<file path="src/rtl/cnn_pkg.sv">
// Shared CNN datapath types, default feature-map geometry and the unpool FSM encoding.
package cnn_pkg;
  localparam int DATA_W        = 32;
  localparam int FM_WIDTH_DEF  = 6;
  localparam int FM_HEIGHT_DEF = 6;

  typedef logic signed [DATA_W-1:0] data_t;

  localparam logic [3:0] S_IDLE  = 4'd0;
  localparam logic [3:0] S_LOAD  = 4'd1;
  localparam logic [3:0] S_SCALE = 4'd2;
  localparam logic [3:0] S_WRITE = 4'd3;
  localparam logic [3:0] S_NEXT  = 4'd4;
  localparam logic [3:0] S_DONE  = 4'd5;
endpackage

</file>
<file path="src/rtl/unpool_layer_if.sv">
// Launch/complete handshake plus pooled-input and upsampled-output maps of the unpool layer.
interface unpool_layer_if #(
  parameter int FM_WIDTH  = cnn_pkg::FM_WIDTH_DEF,
  parameter int FM_HEIGHT = cnn_pkg::FM_HEIGHT_DEF
);
  localparam int N_IN  = (FM_WIDTH/2)*(FM_HEIGHT/2);
  localparam int N_OUT = FM_WIDTH*FM_HEIGHT;

  logic                              start;
  logic                              done;
  cnn_pkg::data_t [N_IN-1:0]         input_fm;
  cnn_pkg::data_t [N_OUT-1:0]        output_fm;

  modport master (output start, output input_fm, input done, input output_fm);
  modport slave  (input start, input input_fm, output done, output output_fm);
endinterface

</file>
<file path="src/rtl/avg_unpool_unit.sv">
// Registered scale stage, one-cycle latency. UNPOOL_AVG_SCALE_EN selects divide-by-4
// (arithmetic shift, average-pool backward pass); otherwise the value passes unchanged.
module avg_unpool_unit
  import cnn_pkg::*;
(
  input  logic  clk,
  input  logic  rst,
  input  data_t value,
  input  logic  enable,
  output data_t result
);
  data_t scaled;

`ifdef UNPOOL_AVG_SCALE_EN
  // Floor toward minus infinity: -5 -> -2, -1 -> -1.
  assign scaled = $signed(value) >>> 2;
`else
  assign scaled = value;
`endif

  always_ff @(posedge clk or negedge rst) begin
    if (!rst)        result <= '0;
    else if (enable) result <= scaled;
  end
endmodule

</file>
<file path="src/rtl/unpool_layer.sv">
// 2x2 unpooling: each pooled element is scaled and replicated into its output block,
// 4 cycles per element. Scaling selected by UNPOOL_AVG_SCALE_EN (see avg_unpool_unit).
module unpool_layer
  import cnn_pkg::*;
#(
  parameter int FM_WIDTH  = FM_WIDTH_DEF,
  parameter int FM_HEIGHT = FM_HEIGHT_DEF
)(
  input logic           clk,
  input logic           rst,
  unpool_layer_if.slave bus
);
  localparam int N_IN  = (FM_WIDTH/2)*(FM_HEIGHT/2);
  localparam int N_OUT = FM_WIDTH*FM_HEIGHT;
  localparam int KW    = (N_IN  > 1) ? $clog2(N_IN)  : 1;
  localparam int OW    = (N_OUT > 1) ? $clog2(N_OUT) : 1;

  localparam logic [KW-1:0] K_LAST   = KW'(N_IN-1);
  localparam logic [OW-1:0] COL_LAST = OW'(FM_WIDTH-2);
  localparam logic [OW-1:0] ROW_STEP = OW'(2*FM_WIDTH);
  localparam logic [OW-1:0] W_OFF    = OW'(FM_WIDTH);

  logic [3:0]             state;
  logic [KW-1:0]          k;
  logic [OW-1:0]          row_base;
  logic [OW-1:0]          col_off;
  logic [OW-1:0]          base;
  logic                   done_q;
  logic                   load_en;
  data_t                  scaled;
  data_t [N_OUT-1:0]      out_q;

  // Block origin tracked incrementally (row_base + col_off) to avoid a divider on k.
  assign base    = row_base + col_off;
  assign load_en = (state == S_LOAD);

  avg_unpool_unit u_scale (
    .clk    (clk),
    .rst    (rst),
    .value  (bus.input_fm[k]),
    .enable (load_en),
    .result (scaled)
  );

  always_ff @(posedge clk or negedge rst) begin
    if (!rst) begin
      state    <= S_IDLE;
      k        <= '0;
      row_base <= '0;
      col_off  <= '0;
      done_q   <= 1'b0;
    end else begin
      case (state)
        S_IDLE, S_DONE: begin
          if (bus.start) begin
            done_q   <= 1'b0;
            k        <= '0;
            row_base <= '0;
            col_off  <= '0;
            state    <= S_LOAD;
          end
        end
        S_LOAD:  state <= S_SCALE;
        S_SCALE: state <= S_WRITE;
        S_WRITE: state <= S_NEXT;
        S_NEXT: begin
          if (k < K_LAST) begin
            k <= k + 1'b1;
            if (col_off == COL_LAST) begin
              col_off  <= '0;
              row_base <= row_base + ROW_STEP;
            end else begin
              col_off  <= col_off + OW'(2);
            end
            state <= S_LOAD;
          end else begin
            done_q <= 1'b1;
            state  <= S_DONE;
          end
        end
        default: state <= S_IDLE;
      endcase
    end
  end

  // Entries outside the current block keep their value from any earlier run.
  always_ff @(posedge clk or negedge rst) begin
    if (!rst) begin
      out_q <= '0;
    end else if (state == S_WRITE) begin
      out_q[base]                 <= scaled;
      out_q[base + OW'(1)]        <= scaled;
      out_q[base + W_OFF]         <= scaled;
      out_q[base + W_OFF + OW'(1)] <= scaled;
    end
  end

  assign bus.done      = done_q;
  assign bus.output_fm = out_q;
endmodule

</file>
<file path="src/flat_wrapper.sv">
// flat-port wrapper written by rule: the top's interface ports become plain ports
module unpool_layer_flat import cnn_pkg::*;
#(
  parameter int FM_WIDTH  = FM_WIDTH_DEF,
  parameter int FM_HEIGHT = FM_HEIGHT_DEF
)
  (clk, rst, bus_start, bus_input_fm, bus_done, bus_output_fm);
  unpool_layer_if #(.FM_WIDTH(FM_WIDTH), .FM_HEIGHT(FM_HEIGHT)) bus_i ();
  input logic clk;
  input logic rst;
  input wire logic [$bits(bus_i.start)-1:0] bus_start;
  input wire logic [$bits(bus_i.input_fm)-1:0] bus_input_fm;
  output wire logic [$bits(bus_i.done)-1:0] bus_done;
  output wire logic [$bits(bus_i.output_fm)-1:0] bus_output_fm;
  assign bus_i.start = bus_start;
  assign bus_i.input_fm = bus_input_fm;
  assign bus_done = bus_i.done;
  assign bus_output_fm = bus_i.output_fm;
  unpool_layer #(.FM_WIDTH(FM_WIDTH), .FM_HEIGHT(FM_HEIGHT)) u_core (.clk(clk), .rst(rst), .bus(bus_i));
endmodule
</file>
<file path="config.mk">
export PLATFORM = sky130hd
export DESIGN_NAME = unpool_layer_flat
export DESIGN_NICKNAME = d
export VERILOG_FILES = /design/src/rtl/cnn_pkg.sv /design/src/rtl/unpool_layer_if.sv /design/src/rtl/avg_unpool_unit.sv /design/src/rtl/unpool_layer.sv /design/src/flat_wrapper.sv
export SDC_FILE = /design/constraint.sdc
export NUM_CORES = 1
export LEC_CHECK = 0
export CORE_AREA = 2 2 565 567
export DETAILED_ROUTE_END_ITERATION = 10
export DIE_AREA = 0 0 567 569
export GPL_TIMING_DRIVEN = 0
export PLACE_DENSITY = 0.38
export SYNTH_ARGS = -nofsm -noshare
export SYNTH_HDL_FRONTEND = slang
export SYNTH_HIERARCHICAL = 1
export SYNTH_SLANG_ARGS = --single-unit
</file>
<file path="constraint.sdc">
create_clock -name clk -period 6.09 [get_ports clk]
set_input_delay 1.218 -clock clk [delete_from_list [all_inputs] [get_ports clk]]
set_output_delay 1.218 -clock clk [all_outputs]
set_load 0.01 [all_outputs]
</file>
==> images/metal_density.png <==
28 x 28 tiles, from dark blue (low) to red (high), scaled to the fullest tile. Values are wire area over tile area, all layers added.
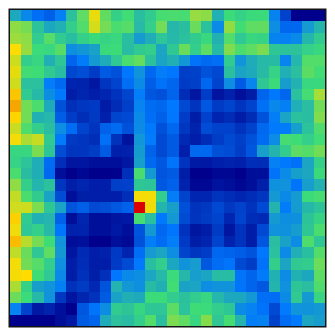
14% of the tiles are over half the peak. 2.9% of the tiles are nearly empty. The fullest tile reaches 0.46. The mean over all tiles is 0.14. The emptiest ninth of the die: middle.
DRT Wirelength: 269,900 um
Avg WL per Cell: 30.06 um
total number of vias: 32,964
GR Util All Layers: 0.1630

==> images/placement_by_type.png <==
Fill, decap, tap and diode cells in grey.
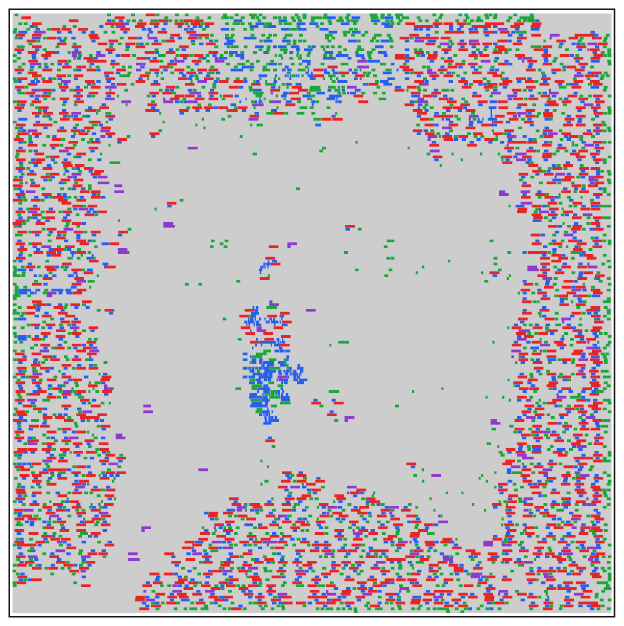
combinational and other logic: in blue, cells 1,550, share of their area 25%. remaining buffers and delay cells: in green, cells 1,724, share of their area 24%. clock drivers and dummy loads: in purple, cells 272, share of their area 7.6%. sequential cells: in red, cells 1,201, share of their area 44%.
finished layout cell area: 74,240 um^2
row count: 207
Seq area share: 0.4050
final core occ: 0.2344
core area: 316,800 um^2

==> registers in the layout, summed over array words and instances (netlist names) <==
signal and flops:
u_core/bus.output_fm 1152, u_core/u_scale/result 32, u_core/col_off 5, u_core/k 4, u_core/row_base 4, u_core/state 3
u_core/bus.done 1
==> final timing paths <==
kind,from,to,slack [ps],cells past startpoint
max in group asynchronous,rst,u_core/bus.output_fm[59],2460,5
hold / removal,rst,u_core/bus.output_fm[904],340,1
setup reg to reg,u_core/col_off[2],u_core/bus.output_fm[82],1200,11
min in group clk,u_core/bus.output_fm[264],u_core/bus.output_fm[264],480,1
hold reg to reg,u_core/bus.output_fm[264],u_core/bus.output_fm[264],480,1
setup / recovery,u_core/col_off[2],u_core/bus.output_fm[82],1200,11
==> metal layers <==
layer | track usage | vias to the layer above | part of all wire
met1 | 0.1952 | 17260 | 0.40
met3 | 0.06165 | 290 | 0.094
met5 | 0 | - | 0.00067
met4 | 0.04484 | 28 | 0.026
li1 | - | 14032 | -
met2 | 0.2715 | 1354 | 0.48
==> area by class of cell <==
cell class                 instances  area [um^2]  area share
antenna                           53        132.6    0.001787
inverter                          10        37.54   0.0005056
multi-input combinational       1540        17050      0.2296
buffer                           245         1246     0.01679
tap                             4180         5230     0.07045
clock inverter                    39        658.1    0.008865
sequential                      1201        30070      0.4050
clock buffer                     233         4551     0.06130
timing repair buffer            1479        15270      0.2057
==> per-stage QoR <==
step | utilization | total power [W] | instance area (um^2)
after floorplan | - | 0.01855 | 48190
final | 0.2344 | 0.03848 | 74240
after detailed placement | 0.2175 | 0.02963 | 68890
after global routing | 0.2342 | 0.04059 | 74190
after CTS | 0.2339 | 0.03952 | 74100
after global placement | 0.2142 | 0.02947 | 67860
==> notes.md <==
fresh numbers from the pnr run: share of layout cells above drive strength 1 0.3476, Pre-antenna DRT Iters 5, Avg Inst Size Synth 16.08 um^2, grt total ovfl 0, fa+ha+maj area frac 0.003635, final setup fails 0, cell area after synthesis 48,180 um^2, part of the power in combinational logic 0.414, PnR worst setup slack 1201 ps, P_sw 0.01427 W, fp util 0.1521, DP HPWL 211,500 um, most numerous logic cell after layout clkdlybuf4s50_1, Worst path max stage delay 940 ps, CTS sink cnt 1,201, Seq. pwr 0.0130 W, I/O Pins 1,444, postcts setup bufs 0, Layout Skew 37.03 ps, cell breakdown of the critical path ha_1 -> inv_1 -> ha_1 -> buf_2 -> inv_1 -> a211o_1 -> a222oi_1 -> nand4_1 -> nand2_1 -> buf_2 -> mux2_2, flip-flops with a built-in enable 0, tool warnings 76, top post-synthesis cells by area dfrtp_1 (62%), mux2_2 (26%), mux4_2 (3.0%), Compound-Gate Fraction of Synth Area 0.01280, Chip Area, Yosys 48,180 um^2, distinct lib cells 57, most common library cells after synthesis dfrtp_1 (1,201), mux2_2 (1,131), clkbuf_1 (137), Die X 567 um, critical path peak fanout 10, CTS buffer count 161, clk ins delay skew pair 830 ps, initial antenna violation count 88, fraction of power consumed by sequential logic 0.339, hold_buf cts 0, Post-CTS Resized 0, kind of critical path register to register, Setup WS pre-CTS 1110 ps, largest family of logic cells by area multiplexers, Seq cells post-synth 1,201, first-pass GRT wire length 354,000 um, CTS tree built, Cell Count Post-Placement 8,655, yosys simple share 0.01392, Non-Filler Instances 8,980, status completed
Power figures rest on the tool's default switching activity, not on a simulated workload.
